`src/rtl/mc_ctrl_fsm_hs.sv`:
```
// mc_ctrl_fsm_hs: multi-cycle CPU control FSM with ready handshake on IF/MEM and timeout trap; optional PERF_CNT_EN counters
module mc_ctrl_fsm_hs #(
  parameter int ALUOP_W = 3,
  parameter int TMO_MAX = 255,
  parameter int TMO_W   = 16
`ifdef PERF_CNT_EN
  ,
  parameter int CNT_W   = 32
`endif
) (
  input  logic               CLK,
  input  logic               Reset,
  input  logic [5:0]         Opcode,
  input  logic               zero,
  input  logic               sign,
  input  logic               imem_ready,
  input  logic               dmem_ready,
  output logic [3:0]         state,
  output logic               PCWre,
  output logic               IRWre,
  output logic               RegWre,
  output logic               ALUSrcA,
  output logic               ALUSrcB,
  output logic               DBDataSrc,
  output logic               WrRegDSrc,
  output logic               ExtSel,
  output logic               InsMemRW,
  output logic               nRD,
  output logic               nWR,
  output logic [1:0]         RegDst,
  output logic [1:0]         PCSrc,
  output logic [ALUOP_W-1:0] ALUOp,
  output logic               halted,
  output logic               bus_err
`ifdef PERF_CNT_EN
  ,
  output logic [CNT_W-1:0]   cycle_cnt,
  output logic [CNT_W-1:0]   instr_cnt
`endif
);
  localparam logic [3:0] S_IF = 4'd0, S_ID = 4'd1, S_EXAL = 4'd2, S_EXBR = 4'd3, S_EXLS = 4'd4;
  localparam logic [3:0] S_MEM = 4'd5, S_WBAL = 4'd6, S_WBLD = 4'd7, S_HALT = 4'd8;
  localparam logic [5:0] OP_ADD = 6'b000000, OP_SUB = 6'b000001, OP_ADDIU = 6'b000010;
  localparam logic [5:0] OP_AND = 6'b010000, OP_ANDI = 6'b010001, OP_ORI = 6'b010010;
  localparam logic [5:0] OP_SLL = 6'b011000, OP_SLTI = 6'b100110;
  localparam logic [5:0] OP_SW = 6'b110000, OP_LW = 6'b110001;
  localparam logic [5:0] OP_BEQ = 6'b110100, OP_BNE = 6'b110101, OP_BLTZ = 6'b110110;
  localparam logic [5:0] OP_J = 6'b111000, OP_JR = 6'b111001, OP_JAL = 6'b111010, OP_HALT = 6'b111111;
  logic [3:0]       state_nx;
  logic [TMO_W-1:0] tmo_cnt;
  logic             is_al, is_rtype, is_lw, is_sw, is_br, is_jmp, is_jal, is_halt, is_nop;
  logic             br_taken, waiting, tmo_hit;
  logic [2:0]       alu_code;
  assign is_al    = Opcode inside {OP_ADD, OP_SUB, OP_ADDIU, OP_AND, OP_ANDI, OP_ORI, OP_SLL, OP_SLTI};
  assign is_rtype = Opcode inside {OP_ADD, OP_SUB, OP_AND, OP_SLL};
  assign is_lw    = Opcode == OP_LW;
  assign is_sw    = Opcode == OP_SW;
  assign is_br    = Opcode inside {OP_BEQ, OP_BNE, OP_BLTZ};
  assign is_jmp   = Opcode inside {OP_J, OP_JR, OP_JAL};
  assign is_jal   = Opcode == OP_JAL;
  assign is_halt  = Opcode == OP_HALT;
  assign is_nop   = !(is_al || is_lw || is_sw || is_br || is_jmp || is_halt);
  assign br_taken = Opcode == OP_BEQ ? zero : Opcode == OP_BNE ? !zero : Opcode == OP_BLTZ ? sign : 1'b0;
  assign waiting  = (state == S_IF && !imem_ready) || (state == S_MEM && !dmem_ready);
  assign tmo_hit  = waiting && tmo_cnt == TMO_W'(TMO_MAX - 1);
  assign alu_code = Opcode inside {OP_SUB, OP_BEQ, OP_BNE, OP_BLTZ} ? 3'd1 :
                    Opcode inside {OP_AND, OP_ANDI} ? 3'd2 :
                    Opcode == OP_ORI ? 3'd3 :
                    Opcode == OP_SLL ? 3'd4 :
                    Opcode == OP_SLTI ? 3'd5 : 3'd0;

  // State register; the wait counter runs only while stalled, so any non-wait cycle leaves it cleared for the next IF/MEM
  always_ff @(posedge CLK) begin
    if (!Reset) begin
      state   <= S_IF;
      tmo_cnt <= '0;
      bus_err <= 1'b0;
    end else begin
      state   <= state_nx;
      tmo_cnt <= waiting ? tmo_cnt + TMO_W'(1) : '0;
      bus_err <= bus_err | tmo_hit;
    end
  end

  // Next-state sequencing; a ready on the limit cycle suppresses the timeout because tmo_hit requires waiting
  always_comb begin
    state_nx = S_IF;
    case (state)
      S_IF:   state_nx = tmo_hit ? S_HALT : imem_ready ? S_ID : S_IF;
      S_ID:   state_nx = is_al ? S_EXAL : (is_lw || is_sw) ? S_EXLS : is_br ? S_EXBR : is_halt ? S_HALT : S_IF;
      S_EXAL: state_nx = S_WBAL;
      S_EXBR: state_nx = S_IF;
      S_EXLS: state_nx = S_MEM;
      S_MEM:  state_nx = tmo_hit ? S_HALT : !dmem_ready ? S_MEM : is_lw ? S_WBLD : S_IF;
      S_WBAL: state_nx = S_IF;
      S_WBLD: state_nx = S_IF;
      S_HALT: state_nx = S_HALT;
      default: state_nx = S_IF;
    endcase
  end

  // Datapath controls decoded from the registered state and the held opcode
  always_comb begin
    InsMemRW  = state == S_IF;
    IRWre     = state == S_IF && imem_ready;
    PCWre     = (state == S_ID && (is_jmp || is_nop)) || state == S_EXBR || (state == S_MEM && dmem_ready && is_sw) ||
                state == S_WBAL || state == S_WBLD;
    RegWre    = state == S_WBAL || state == S_WBLD || (state == S_ID && is_jal);
    RegDst    = (state == S_ID && is_jal) ? 2'b10 : (state == S_WBAL && is_rtype) ? 2'b01 : 2'b00;
    WrRegDSrc = !(state == S_ID && is_jal);
    DBDataSrc = state == S_WBLD;
    nRD       = !(state == S_MEM && is_lw);
    nWR       = !(state == S_MEM && is_sw);
    PCSrc     = state == S_ID ? (Opcode == OP_JR ? 2'b10 : (Opcode == OP_J || is_jal) ? 2'b11 : 2'b00) :
                (state == S_EXBR && br_taken) ? 2'b01 : 2'b00;
    ALUSrcA   = Opcode == OP_SLL;
    ALUSrcB   = Opcode inside {OP_ADDIU, OP_ANDI, OP_ORI, OP_SLTI, OP_LW, OP_SW};
    ExtSel    = !(Opcode inside {OP_ANDI, OP_ORI});
    ALUOp     = ALUOP_W'(alu_code);
    halted    = state == S_HALT;
  end

`ifdef PERF_CNT_EN
  // Cycle and retired-instruction counters; entering HALT retires the halt (or trapped) instruction
  always_ff @(posedge CLK) begin
    if (!Reset) begin
      cycle_cnt <= '0;
      instr_cnt <= '0;
    end else begin
      if (state != S_HALT) cycle_cnt <= cycle_cnt + CNT_W'(1);
      if (PCWre || (state != S_HALT && state_nx == S_HALT)) instr_cnt <= instr_cnt + CNT_W'(1);
    end
  end
`endif
endmodule
```
`config.mk`:
```
export PLATFORM = sky130hd
export DESIGN_NAME = mc_ctrl_fsm_hs
export DESIGN_NICKNAME = d
export VERILOG_FILES = /design/src/rtl/mc_ctrl_fsm_hs.sv
export SDC_FILE = /design/constraint.sdc
export NUM_CORES = 1
export LEC_CHECK = 0
export CAP_MARGIN = 25
export CORE_ASPECT_RATIO = 0.5
export CORE_MARGIN = 1
export CORE_UTILIZATION = 49
export DETAILED_ROUTE_END_ITERATION = 16
export GPL_TIMING_DRIVEN = 0
export PLACE_DENSITY = 0.82
export SYNTH_ARGS = -nofsm -noshare
export SYNTH_HDL_FRONTEND = slang
export SYNTH_SLANG_ARGS = --single-unit
```
`constraint.sdc`:
```
create_clock -name CLK -period 2.2 [get_ports CLK]
set_input_delay 0.22 -clock CLK [delete_from_list [all_inputs] [get_ports CLK]]
set_output_delay 0.22 -clock CLK [all_outputs]
set_load 0.01 [all_outputs]
```
==> flow_metrics.py <==
# Synthesis and PnR figures
metrics = {
    "logic_synthesis": {
        "synthCells": 198,
        "ys_sh_mux_pct": 0.677,
        "area_leaders": "dfxtp_1, nor2_1, xor2_1",
        "ys_sh_adder_pct": 1.69,
        "netlist_area_um2": 1480,
        "top_logic_kind": "simple AND/OR/NAND/NOR gates",
        "synthAoiAreaFrac_pct": 18.4,
        "simple_gate_share_pct": 37.9,
        "ys_seq_elements": 21,
        "ys_seq_share_pct": 28.5,
        "fp_nets": 212,
        "avgSynthCellArea_um2": 7.46,
        "yosysWarnings": 0,
        "synth_xor_xnor_area_share_pct": 7.71,
        "ys_types": 48,
        "synth_area_leader_cell": "dfxtp_1",
        "synth.top_cell.area_share_pct": 28.5,
        "ff_type": "dfxtp_1",
    },
    "cts": {
        "cts_inserted_buffers": 3,
        "cts_setup_buffers": 1,
        "clock_path_buffers": 2,
        "h-tree-depth": 1,
        "ctsResizeCount": 24,
        "cts_sinks": 21,
        "cts-root-buf": "clkbuf_8",
        "hold_buffers": 0,
    },
    "pwr": {
        "power_switching_uw": 208,
        "leakagePower_uw": 0.000716,
        "intPower_uw": 595,
        "swShare_pct": 26.0,
        "pwr-share-seq_pct": 48.6,
        "power_density_nw_per_um2": 406,
        "total_power_uw": 803,
    },
    "outcome": {
        "status": "complete, but fails checks",
        "violations": "setup timing",
    },
    "timing": {
        "finalCritPeriodShare_pct": 100,
        "relSlewSlack_pct": 63.1,
        "layout_min_cycle_time_ps": 2210,
        "setup_viol": 1,
        "worst_hold_slack_ps": 465,
        "finalSetupTns_ps": -7.67,
        "hold_viol": 0,
        "tightest_slew_ps": 552,
        "setup_ws_ps": -7.67,
    },
    "global_route": {
        "grt_use_total_pct": 22.7,
        "grt_pass1_wl_um": 5690,
        "overflow": 0,
        "grt_pass1_vias": 1334,
    },
    "die": {
        "num_rows": 13,
        "initCoreUtil_pct": 54.1,
    },
    "placement": {
        "dp_hpwl_um": 2700,
        "io_buffers": 33,
    },
    "routing": {
        "drc": 0,
        "via_per_inst": 5.78,
        "wl_met2_um": 1830,
        "first_iter_violations": 127,
        "first_pass_iters": 4,
        "ant_nets": 0,
        "met1_length_um": 1720,
        "dr_wl_met3_um": 207,
    },
    "critical_path": {
        "crit_slowest_cell": "clkdlybuf4s50_1",
        "endpoint_kind": "output port",
        "r2r_start": "tmo_cnt[0]",
        "worstSetupPathType": "primary input to output port",
        "reg2reg_to": "state[2]",
        "critPathMaxFanout": 6,
        "crit_top_cell": "clkdlybuf4s50_1",
        "max_stage_delay_ps": 550,
        "required_ps": 1980,
    },
    "layout": {
        "num_antenna_cells": 0,
        "drive_above_1_share_pct": 12.2,
        "layout_top_cells": "nor2_1, clkdlybuf4s50_1, dfxtp_1",
        "lay_top_count": "nor2_1",
        "syn_to_final_growth_pct": 33.7,
    },
    "run": {
        "cap_violations": 0,
        "log.warning_count": 29,
    },
}
-- how the worst max path moves through the flow --
stage | to | slack [ps] | start | depth (start not counted)
after floorplan | PCWre | 420 | state[1] | 4
after global placement | ALUOp[0] | -390 | Opcode[0] | 6
after detailed placement | ALUOp[0] | -420 | Opcode[0] | 6
after CTS | PCWre | -160 | state[1] | 5
after global routing | nWR | -90 | Opcode[3] | 6
final | nWR | -8 | Opcode[5] | 6
-- layout make-up --
class	count	area (um2)
Tap cell	37	46.3
Clock buffer	4	45.0
Inverter	6	22.5
Fill cell	239	757
Buffer	14	77.6
Sequential cell	21	428
Timing Repair Buffer	36	340
Multi-Input combinational cell	157	1020
-- metal layers --
layer  track usage (%)  up-vias
li1                  -      810
met1              27.8      727
met2              43.6       50
met3              4.22        2
met4              4.09        0
met5                 0        -
-- cells in the mapped netlist (6+ instances only) --
library cell   n
a21oi_1        7
clkbuf_1      11
dfxtp_1       21
inv_1          6
nand2_1       13
nand3_1       10
nand4_1        9
nor2_1        27
nor3_1         8
o21ai_0        9
xor2_1        11
-- power groups by stage --
stage	clock (uW)	combinational, uW	sequential [uW]
floorplan	0	91.9	399
global placement	0	156	399
detailed placement	0	158	399
CTS	249	162	390
global route	260	190	390
finish	238	175	390
-- through the flow --
step           instances  util [%]
2_1_floorplan        198         -
3_3_place_gp         268      67.9
3_5_place_dp         268      67.9
4_1_cts              273      70.5
5_1_grt              275      72.3
6_report             275      72.3
-- worst reg2reg max path, cell delays in order, from the launching register on --
cell,delay [ps]
dfxtp_1,330
inv_1,60
ha_1,130
or4b_1,440
nor4_1,210
and4b_1,320
o211ai_1,130
-- state kept, by name (all words and copies together), names as in the netlist --
register and flops:
tmo_cnt 16, bus_err 1, state 4
Figure 1. Clock distribution.
Drawn at 10 px/um.
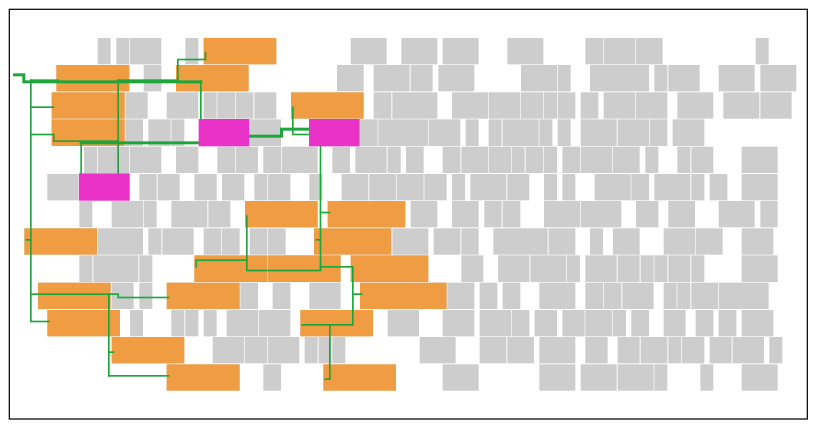
cells driving clock nets -> magenta  # count 3
flip-flops -> orange  # count 21
clock wires -> green  # length 207 um
routed clock nets = 4
Clk. pwr: 238 uW
clock skew: 5.11 ps
Clock power frac: 29.7%
later-pin clock latency in the skew report: 250 ps

Figure 2. Power grid.
Drawn at 6 px/um. Pins as bars on the die edge.
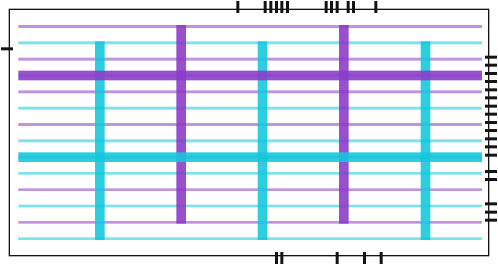
VDD -> purple
VSS -> cyan
signal pins = 36
rows = 13
met4 straps = 5
Die Y: 40.8 um
Die Wd: 79.7 um
Core Region: 2730 um2
peak supply drop: 369 uV

Figure 3. Register map, names as in the netlist.
Drawn at 8 px/um.
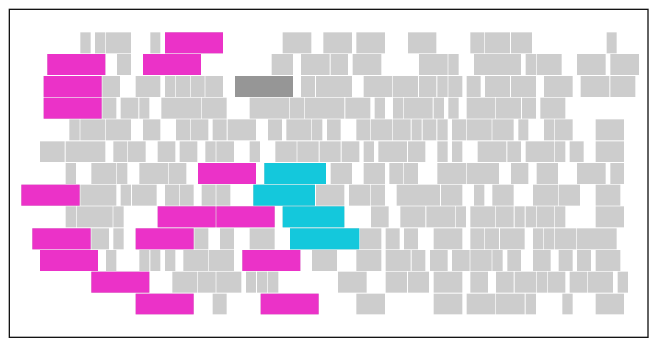
`state` -> cyan  # placed flops 4, where middle
`tmo_cnt` -> magenta  # placed flops 16
not colored = 1
flop share of the area: 21.7%
fin util: 72.3%

Power and IR drop assume default switching activity.
